### src/rtl/weight_load_ctrl_pkg.sv
// Shared types and default geometry for the weight-load controller.
package Config;

    localparam int unsigned W_rows   = 4;
    localparam int unsigned sys_cols = 4;

    typedef enum logic [2:0] {
        IDLE   = 3'd0,
        FETCH  = 3'd1,
        DRAIN  = 3'd2,
        COMMIT = 3'd3,
        DONE   = 3'd4
    } wlc_state_t;

    // Index width that stays legal (>= 1 bit) for single-entry ranges.
    function automatic int unsigned idx_width(input int unsigned n);
        if (n > 32'd1) begin
            return $clog2(n);
        end
        return 32'd1;
    endfunction

endpackage

### src/rtl/weight_load_ctrl_down_counter.sv
// Loadable down counter with a zero flag; times the skew-drain window.
module wlc_down_counter
    import Config::*;
#(
    parameter int unsigned W = 2
) (
    input  logic         clk,
    input  logic         rstn,
    input  logic         load,
    input  logic [W-1:0] load_val,
    input  logic         dec,
    output logic         is_zero_c
);

    logic [W-1:0] count_d;
    logic [W-1:0] count_q;

    // Load wins over decrement; decrement never wraps below zero.
    always_comb begin
        count_d = count_q;
        if (load) begin
            count_d = load_val;
        end else if (dec && (count_q != '0)) begin
            count_d = count_q - W'(1);
        end
    end

    always_ff @(posedge clk or negedge rstn) begin
        if (!rstn) begin
            count_q <= '0;
        end else begin
            count_q <= count_d;
        end
    end

    assign is_zero_c = (count_q == '0);

endmodule

### src/rtl/weight_load_ctrl.sv
// Streams ROWS weight rows per tile, waits out the column skew, then commits the tile.
// Optional stall_cycles performance counter when WEIGHT_LOAD_CTRL_PERF_EN is defined.
module weight_load_ctrl
    import Config::*;
#(
    parameter int unsigned ROWS   = W_rows,
    parameter int unsigned COLS   = sys_cols,
    parameter int unsigned TILE_W = 8
) (
    input  logic                        clk,
    input  logic                        rstn,
    input  logic                        start,
    input  logic [TILE_W-1:0]           n_tiles,
    input  logic                        stall,
    output logic                        read,
    output logic                        w_load,
    output logic                        busy,
    output logic [idx_width(ROWS)-1:0]  row_idx,
    output logic [TILE_W-1:0]           tile_idx,
    output logic                        all_done
`ifdef WEIGHT_LOAD_CTRL_PERF_EN
    ,
    output logic [31:0]                 stall_cycles
`endif
);

    localparam int unsigned RIDX_W = idx_width(ROWS);
    localparam int unsigned DRN_W  = idx_width(COLS);
    localparam int unsigned TW1    = TILE_W + 1;

    wlc_state_t          state_d, state_q;
    logic [RIDX_W-1:0]   row_idx_d, row_idx_q;
    logic [TILE_W-1:0]   tile_idx_d, tile_idx_q;
    logic [TILE_W-1:0]   n_tiles_d, n_tiles_q;
    logic                busy_d, busy_q;
    logic                w_load_d, w_load_q;
    logic                all_done_d, all_done_q;
    logic                drain_load;
    logic                drain_dec;
    logic                drain_zero_c;
    logic                more_tiles_c;

    assign read         = (state_q == FETCH) && !stall;
    assign more_tiles_c = ({1'b0, tile_idx_q} + TW1'(1)) < {1'b0, n_tiles_q};

    // Drain window: loaded with COLS-1 on the last read, so DRAIN spans COLS cycles.
    wlc_down_counter #(
        .W (DRN_W)
    ) u_drain_cnt (
        .clk       (clk),
        .rstn      (rstn),
        .load      (drain_load),
        .load_val  (DRN_W'(COLS - 1)),
        .dec       (drain_dec),
        .is_zero_c (drain_zero_c)
    );

    always_comb begin
        state_d    = state_q;
        row_idx_d  = row_idx_q;
        tile_idx_d = tile_idx_q;
        n_tiles_d  = n_tiles_q;
        drain_load = 1'b0;
        drain_dec  = 1'b0;
        unique case (state_q)
            IDLE: begin
                if (start) begin
                    row_idx_d  = '0;
                    tile_idx_d = '0;
                    n_tiles_d  = n_tiles;
                    state_d    = (n_tiles != '0) ? FETCH : DONE;
                end
            end
            FETCH: begin
                if (read) begin
                    if (row_idx_q == RIDX_W'(ROWS - 1)) begin
                        row_idx_d  = '0;
                        drain_load = 1'b1;
                        state_d    = DRAIN;
                    end else begin
                        row_idx_d = row_idx_q + RIDX_W'(1);
                    end
                end
            end
            DRAIN: begin
                if (drain_zero_c) begin
                    state_d = COMMIT;
                end else begin
                    drain_dec = 1'b1;
                end
            end
            COMMIT: begin
                if (more_tiles_c) begin
                    tile_idx_d = tile_idx_q + TILE_W'(1);
                    state_d    = FETCH;
                end else begin
                    state_d = DONE;
                end
            end
            DONE: begin
                state_d = IDLE;
            end
            default: begin
                state_d = IDLE;
            end
        endcase
        // Outputs decoded from the next state so they register in step with it.
        busy_d     = (state_d != IDLE);
        w_load_d   = (state_d == COMMIT);
        all_done_d = (state_d == DONE);
    end

    always_ff @(posedge clk or negedge rstn) begin
        if (!rstn) begin
            state_q    <= IDLE;
            row_idx_q  <= '0;
            tile_idx_q <= '0;
            n_tiles_q  <= '0;
            busy_q     <= 1'b0;
            w_load_q   <= 1'b0;
            all_done_q <= 1'b0;
        end else begin
            state_q    <= state_d;
            row_idx_q  <= row_idx_d;
            tile_idx_q <= tile_idx_d;
            n_tiles_q  <= n_tiles_d;
            busy_q     <= busy_d;
            w_load_q   <= w_load_d;
            all_done_q <= all_done_d;
        end
    end

    assign busy     = busy_q;
    assign w_load   = w_load_q;
    assign all_done = all_done_q;
    assign row_idx  = row_idx_q;
    assign tile_idx = tile_idx_q;

`ifdef WEIGHT_LOAD_CTRL_PERF_EN
    logic [31:0] stall_cnt_d, stall_cnt_q;

    // Saturating count of stalled FETCH cycles, restarted by every accepted start.
    always_comb begin
        stall_cnt_d = stall_cnt_q;
        if ((state_q == IDLE) && start) begin
            stall_cnt_d = '0;
        end else if ((state_q == FETCH) && stall && (stall_cnt_q != '1)) begin
            stall_cnt_d = stall_cnt_q + 32'd1;
        end
    end

    always_ff @(posedge clk or negedge rstn) begin
        if (!rstn) begin
            stall_cnt_q <= '0;
        end else begin
            stall_cnt_q <= stall_cnt_d;
        end
    end

    assign stall_cycles = stall_cnt_q;
`endif

endmodule

### config.mk
export PLATFORM = sky130hd
export DESIGN_NAME = weight_load_ctrl
export DESIGN_NICKNAME = d
export VERILOG_FILES = /design/src/rtl/weight_load_ctrl_pkg.sv /design/src/rtl/weight_load_ctrl_down_counter.sv /design/src/rtl/weight_load_ctrl.sv
export SDC_FILE = /design/constraint.sdc
export NUM_CORES = 1
export LEC_CHECK = 0
export CAP_MARGIN = 10
export CORE_ASPECT_RATIO = 0.6
export CORE_MARGIN = 10
export CORE_UTILIZATION = 52
export CTS_CLUSTER_SIZE = 8
export DETAILED_ROUTE_END_ITERATION = 7
export PLACE_DENSITY = 0.79
export SETUP_SLACK_MARGIN = 0.02
export SLEW_MARGIN = 0
export SYNTH_ARGS = -nofsm -noshare
export SYNTH_HDL_FRONTEND = slang
export SYNTH_HIERARCHICAL = 1
export SYNTH_SLANG_ARGS = --single-unit
### constraint.sdc
create_clock -name clk -period 3.1 [get_ports clk]
set_input_delay 0.62 -clock clk [delete_from_list [all_inputs] [get_ports clk]]
set_output_delay 0.62 -clock clk [all_outputs]
set_load 0.02 [all_outputs]
### Wire density map

The bar under the picture is 20 um long. 18 x 12 tiles, from dark blue (low) to red (high), scaled to the fullest tile. Values are wire area over tile area, all layers added.
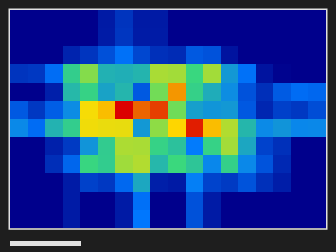
The densest ninth of the die: centre. 37% of the tiles are nearly empty. The emptiest ninth of the die: north-east.
count of vias placed by the detailed router: 1,176
final routed wire length divided by cell count: 15.9 um
total global routing track utilization: 0.134

### Placement by cell class

Fill, decap, tap and diode cells in grey.
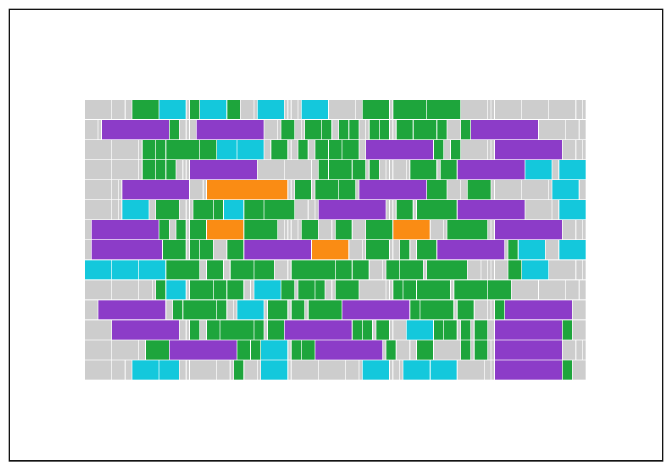
all other logic: marked green, cells 124. clock drivers and dummy loads: marked orange, cells 4. other buffers and delay cells: marked cyan, cells 29. flops: marked purple, cells 26.

### The clock network

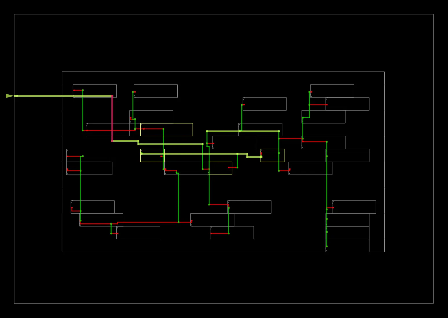
TritonCTS Buffers: 3
setup clock skew after layout: 1.57 ps
power attributed to the clock group: 280 uW

### Metal 1

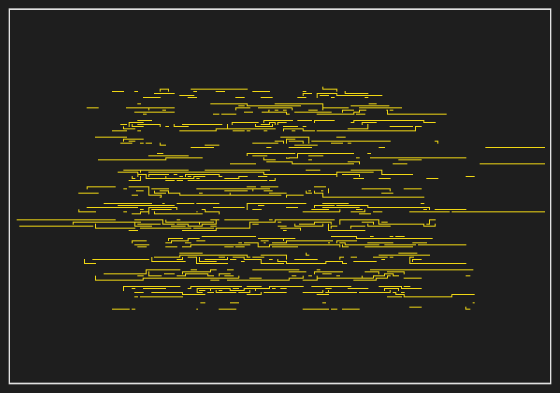
193 nets have wire on it. The layer holds 47% of the routed length. The layer carries 1,610 um of wire. The longest straight run is 18.9 um. The wires run mostly horizontal.

### M3 wires

The bar under the picture is 20 um long.
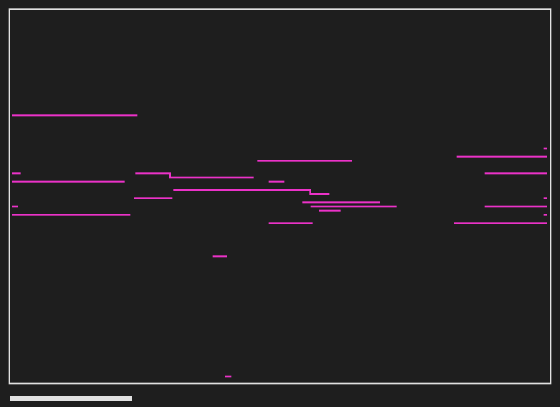
The layer holds 6.4% of the routed length. The longest straight run is 22.3 um. The layer carries 218 um of wire. The wires run mostly horizontal. 21 nets have wire on it.

==> out/README.md <==
| Quantity | This run |
| --- | --- |
| Non-clock inverter count | 14 |
| Final tally of max-slew violations | 0 |
| Number of distinct library cells after synthesis | 40 |
| Antenna diode instance count | 0 |
| CTS tree | yes |
| Flip-flop and latch area | 652 um^2 |
| Outcome | finished clean |
| Chip area line of the yosys report | 1470 um^2 |
| Count of boundary I/O pins | 26 |
| Crit path cell chain | ha_1, and3_2, nand3_1, xnor2_1, ha_1, a21o_1, a221o_1, nor3_4, nand2_4, mux2_4 |
| Final Non-Filler Cells | 215 |
| Transition time of the tightest slew-check pin | 538 ps |
| Portion of the layout cell area used by clock cells | 0.0385 |
| Worst min-delay path class | reg2reg |
| Final Setup Violations | 0 |
| Area growth from synthesis to layout | 26.3% |
| Most instantiated logic cells after routing | 25 x sky130_fd_sc_hd__dfrtp_1, 25 x sky130_fd_sc_hd__clkdlybuf4s50_1, 20 x sky130_fd_sc_hd__nand2_1, 14 x sky130_fd_sc_hd__inv_1, 10 x sky130_fd_sc_hd__ha_1 |
| Commonest register cell after synthesis | sky130_fd_sc_hd__dfrtp_1 |
| Wire length of the first global-routing pass | 5690 um |
| Final weighted congestion of routability-driven global placement | 0.865 |
[logic make-up after synthesis]
| logic type | after synthesis | share of synthesized area |
|---|---|---|
| simple gates | 63 | 0.234 |
| other cells | 1 | 0.00256 |
| fa+ha+maj | 10 | 0.0854 |
| mux | 4 | 0.0376 |
| xor+xnor | 6 | 0.0359 |
| flops | 26 | 0.444 |
| buf+inv | 17 | 0.0444 |
| compound gates | 25 | 0.116 |
[worst paths after layout]
kind	endpoint	slack, ps	cells past startpoint
worst max-delay path	tile_idx[6]	180	10
worst min-delay path	busy	480	1
worst max register to register	tile_idx[6]	180	10
worst min register to register	busy	480	1
max in group asynchronous	tile_idx[1]	2130	2
min in group asynchronous	n_tiles_q[3]	700	2
Power is estimated from default activity; no workload was simulated.
